**src/rtl/fios_res_collector.sv**
```systemverilog
// Purpose: collects the FIOS result words, forms result - p in parallel and emits the reduced value.
// Latency: out_valid_o rises two cycles after the cycle that carries the last input word.
// Backpressure: out_ready_i low holds out_word_o/out_last_o; input side has no ready (res_valid_i only).
//
// Ports:
//   clock_i, reset_n_i         clock, asynchronous active-low reset
//   start_i                    arms a new collection (IDLE only)
//   res_valid_i/res_i/p_i      result and modulus words in lockstep, LSW first
//   res_msb_i                  overflow bit above the top word, sampled with the last word
//   out_valid_o/out_ready_i    output handshake; out_word_o LSW first, out_last_o on the top word
//   sub_applied_o              p was subtracted (stable from DECIDE until the next start)
//   busy_o, done_o             not idle; one-cycle pulse after the final output handshake
module fios_res_collector #(
  parameter int WORD_WIDTH = 17,
  parameter int WORD_COUNT = 8
) (
  input  logic                  clock_i,
  input  logic                  reset_n_i,
  input  logic                  start_i,
  input  logic                  res_valid_i,
  input  logic [WORD_WIDTH-1:0] res_i,
  input  logic [WORD_WIDTH-1:0] p_i,
  input  logic                  res_msb_i,
  input  logic                  out_ready_i,
  output logic                  out_valid_o,
  output logic [WORD_WIDTH-1:0] out_word_o,
  output logic                  out_last_o,
  output logic                  sub_applied_o,
  output logic                  busy_o,
  output logic                  done_o
);

  localparam int IDX_W = (WORD_COUNT > 1) ? $clog2(WORD_COUNT) : 1;
  localparam logic [IDX_W-1:0] LAST_IDX = IDX_W'(WORD_COUNT - 1);

  typedef enum logic [1:0] {
    IDLE    = 2'd0,
    COLLECT = 2'd1,
    DECIDE  = 2'd2,
    EMIT    = 2'd3
  } state_t;

  state_t                 state_q;
  logic [IDX_W-1:0]       idx_q;
  logic [IDX_W-1:0]       idx_nxt;
  logic                   borrow_q;
  logic                   msb_q;
  logic [WORD_WIDTH-1:0]  res_buf  [WORD_COUNT];
  logic [WORD_WIDTH-1:0]  diff_buf [WORD_COUNT];
  logic [WORD_WIDTH:0]    sub_full;
  logic                   decide_sel;
  logic [WORD_WIDTH-1:0]  next_word;

  // One step of the word-serial borrow chain; the top bit is the outgoing borrow.
  assign sub_full = {1'b0, res_i} - {1'b0, p_i} - {{WORD_WIDTH{1'b0}}, borrow_q};

  // An overflow bit means the result exceeds 2^(W*N) > p, so the final borrow is ignored.
  assign decide_sel = msb_q | ~borrow_q;

  assign idx_nxt   = idx_q + 1'b1;
  assign next_word = sub_applied_o ? diff_buf[idx_nxt] : res_buf[idx_nxt];

  // Buffers carry no reset: their contents are only read after a full collection.
  always_ff @(posedge clock_i) begin
    if (state_q == COLLECT && res_valid_i) begin
      res_buf[idx_q]  <= res_i;
      diff_buf[idx_q] <= sub_full[WORD_WIDTH-1:0];
    end
  end

  always_ff @(posedge clock_i or negedge reset_n_i) begin
    if (!reset_n_i) begin
      state_q       <= IDLE;
      idx_q         <= '0;
      borrow_q      <= 1'b0;
      msb_q         <= 1'b0;
      out_valid_o   <= 1'b0;
      out_word_o    <= '0;
      out_last_o    <= 1'b0;
      sub_applied_o <= 1'b0;
      busy_o        <= 1'b0;
      done_o        <= 1'b0;
    end else begin
      done_o <= 1'b0;
      case (state_q)
        IDLE: begin
          if (start_i) begin
            idx_q         <= '0;
            borrow_q      <= 1'b0;
            sub_applied_o <= 1'b0;
            busy_o        <= 1'b1;
            state_q       <= COLLECT;
          end
        end
        COLLECT: begin
          if (res_valid_i) begin
            borrow_q <= sub_full[WORD_WIDTH];
            idx_q    <= idx_nxt;
            if (idx_q == LAST_IDX) begin
              msb_q   <= res_msb_i;
              state_q <= DECIDE;
            end
          end
        end
        DECIDE: begin
          // Word 0 is preloaded here so out_valid_o rises with valid data.
          sub_applied_o <= decide_sel;
          idx_q         <= '0;
          out_valid_o   <= 1'b1;
          out_word_o    <= decide_sel ? diff_buf[0] : res_buf[0];
          out_last_o    <= (LAST_IDX == '0);
          state_q       <= EMIT;
        end
        EMIT: begin
          if (out_ready_i) begin
            if (idx_q == LAST_IDX) begin
              out_valid_o <= 1'b0;
              out_word_o  <= '0;
              out_last_o  <= 1'b0;
              done_o      <= 1'b1;
              busy_o      <= 1'b0;
              idx_q       <= '0;
              state_q     <= IDLE;
            end else begin
              idx_q      <= idx_nxt;
              out_word_o <= next_word;
              out_last_o <= (idx_nxt == LAST_IDX);
            end
          end
        end
        default: state_q <= IDLE;
      endcase
    end
  end

endmodule

```
**config.mk**
```make
export PLATFORM = sky130hd
export DESIGN_NAME = fios_res_collector
export DESIGN_NICKNAME = d
export VERILOG_FILES = /design/src/rtl/fios_res_collector.sv
export SDC_FILE = /design/constraint.sdc
export NUM_CORES = 1
export LEC_CHECK = 0
export ABC_AREA = 1
export CORE_MARGIN = 5
export CORE_UTILIZATION = 50
export CTS_CLUSTER_DIAMETER = 40
export DETAILED_ROUTE_END_ITERATION = 12
export GPL_ROUTABILITY_DRIVEN = 0
export PLACE_DENSITY = 0.68
export SLEW_MARGIN = 20
export SYNTH_ARGS = -nofsm -noshare
export SYNTH_HDL_FRONTEND = slang
export SYNTH_SLANG_ARGS = --single-unit
```
**constraint.sdc**
```tcl
create_clock -name clock_i -period 2.95 [get_ports clock_i]
set_clock_uncertainty 0.2 [all_clocks]
set_input_delay 0.59 -clock clock_i [delete_from_list [all_inputs] [get_ports clock_i]]
set_output_delay 0.59 -clock clock_i [all_outputs]
set_load 0.005 [all_outputs]
```
Fig. 1: met2 routing
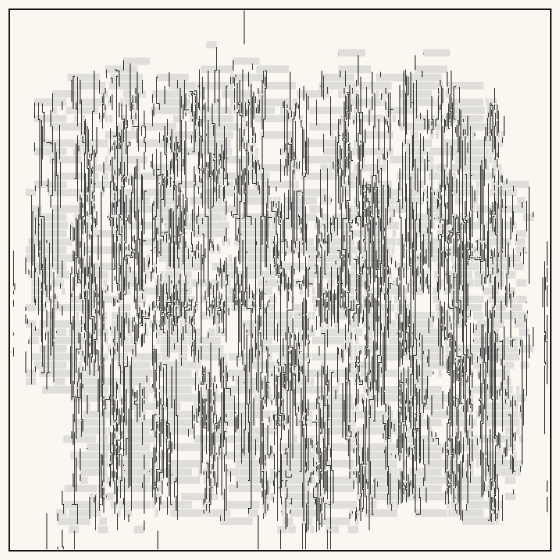
1246 nets have wire on it. The layer holds 45% of the routed length. The wires run mostly vertical.
met2 Track Usage GR: 37.7%
drt total wl: 37.7 mm
vias: 10724

Fig. 2: the metal 3 layer
Scale bar: 50 um.
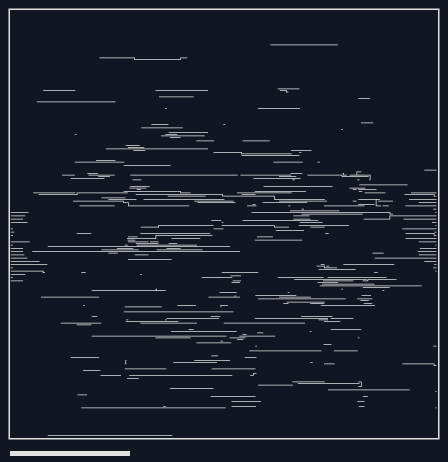
The longest straight run is 86.5 um. The wires run mostly horizontal. The layer holds 9.5% of the routed length.
Global Route met3 Usage: 4.98%

Fig. 3: port wiring
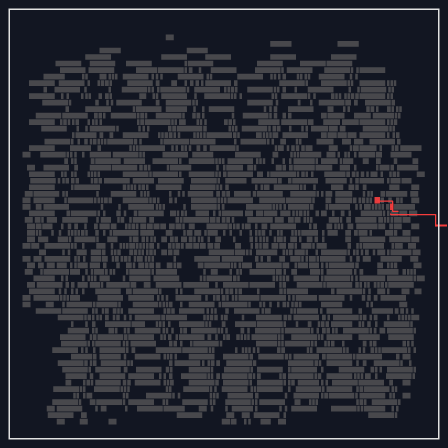
Key: start_i = red [bits 1, direction input, edge right, end cells 2, wire 38.1 um]
io pins: 62
PortBufs: 61

Fig. 4: cell outlines without signal wires
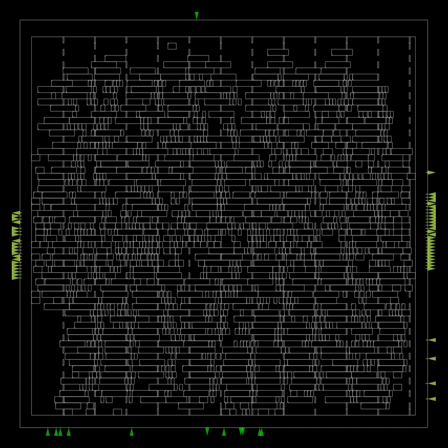
filler cell count: 2282
Final Non-Filler Cells: 2007

==> results.json <==
{
  "route.met3.wl_mm": 3.57,
  "cts_tree": "built",
  "cp-start-kind": "input pin",
  "final_common_cell": "nand2_1",
  "synth-xor-area-share_pct": 0.738,
  "logic_gates": 935,
  "status": "finished clean",
  "r2r_slack_ps": 290,
  "pwr-share-clk_pct": 28.8,
  "postRouteAntennaNets": 0,
  "arrival_ps": 2990,
  "most-common-layout-cells": "480 x nand2_1, 272 x edfxtp_1, 168 x inv_1",
  "grt_pass1_vias": 10373,
  "final_area_mm2": 0.0173,
  "areaGrowthSynthToFinish_pct": 21.3,
  "p_seq_share_pct": 32.5,
  "crit_buf_inv": 2,
  "die_y_um": 179,
  "crit_family": "adder cells",
  "avgSynthCellArea_um2": 9.67,
  "cts-buffers-inserted": 38,
  "die_w_um": 179,
  "power_leader": "combinational cells",
  "setup_viol": 0,
  "cts_buffer_depth": 3,
  "antenna_found_initial": 0,
  "worst_setup_path_end_kind": "register",
  "met1_usage_pct": 33.5,
  "sh_seq_area_pct": 51.5,
  "grt_usage_pct": 24.0,
  "ctsResizeCount": 6,
  "top_cells_by_count": "484 x nand2_1, 272 x edfxtp_1, 168 x inv_1, 152 x nand3_1, 127 x nor2_1",
  "wl_per_cell_um": 18.8,
  "cts-htree-levels": 2,
  "comb_share_pct": 25.9,
  "maxCapViolations": 0,
  "ff_type": "edfxtp_1",
  "reg_top3": "diff_buf: 136 flops, res_buf: 136 flops, out_word_o: 17 flops",
  "post_cts_buffers": 0,
  "slew_violations": 0,
  "worstPathRequired_ps": 3050
}
[worst paths after layout]
| path | start | to | cells after the start |
|---|---|---|---|
| worst max-delay path | res_i[0] | diff_buf[7][13]$_DFFE_PP_ | 10 |
| worst max register to register | borrow_q$_DFFE_PN0P_ | diff_buf[7][13]$_DFFE_PP_ | 10 |
| worst min-delay path | res_i[6] | res_buf[0][6]$_DFFE_PP_ | 1 |
| worst min register to register | busy_o$_DFFE_PN0P_ | busy_o$_DFFE_PN0P_ | 2 |
| max in group asynchronous | reset_n_i | idx_q[0]$_DFFE_PN0P_ | 2 |
| min in group asynchronous | reset_n_i | state_q[0]$_DFFE_PN0P_ | 2 |
No activity file was given, so power comes from the tool's default toggle rates.
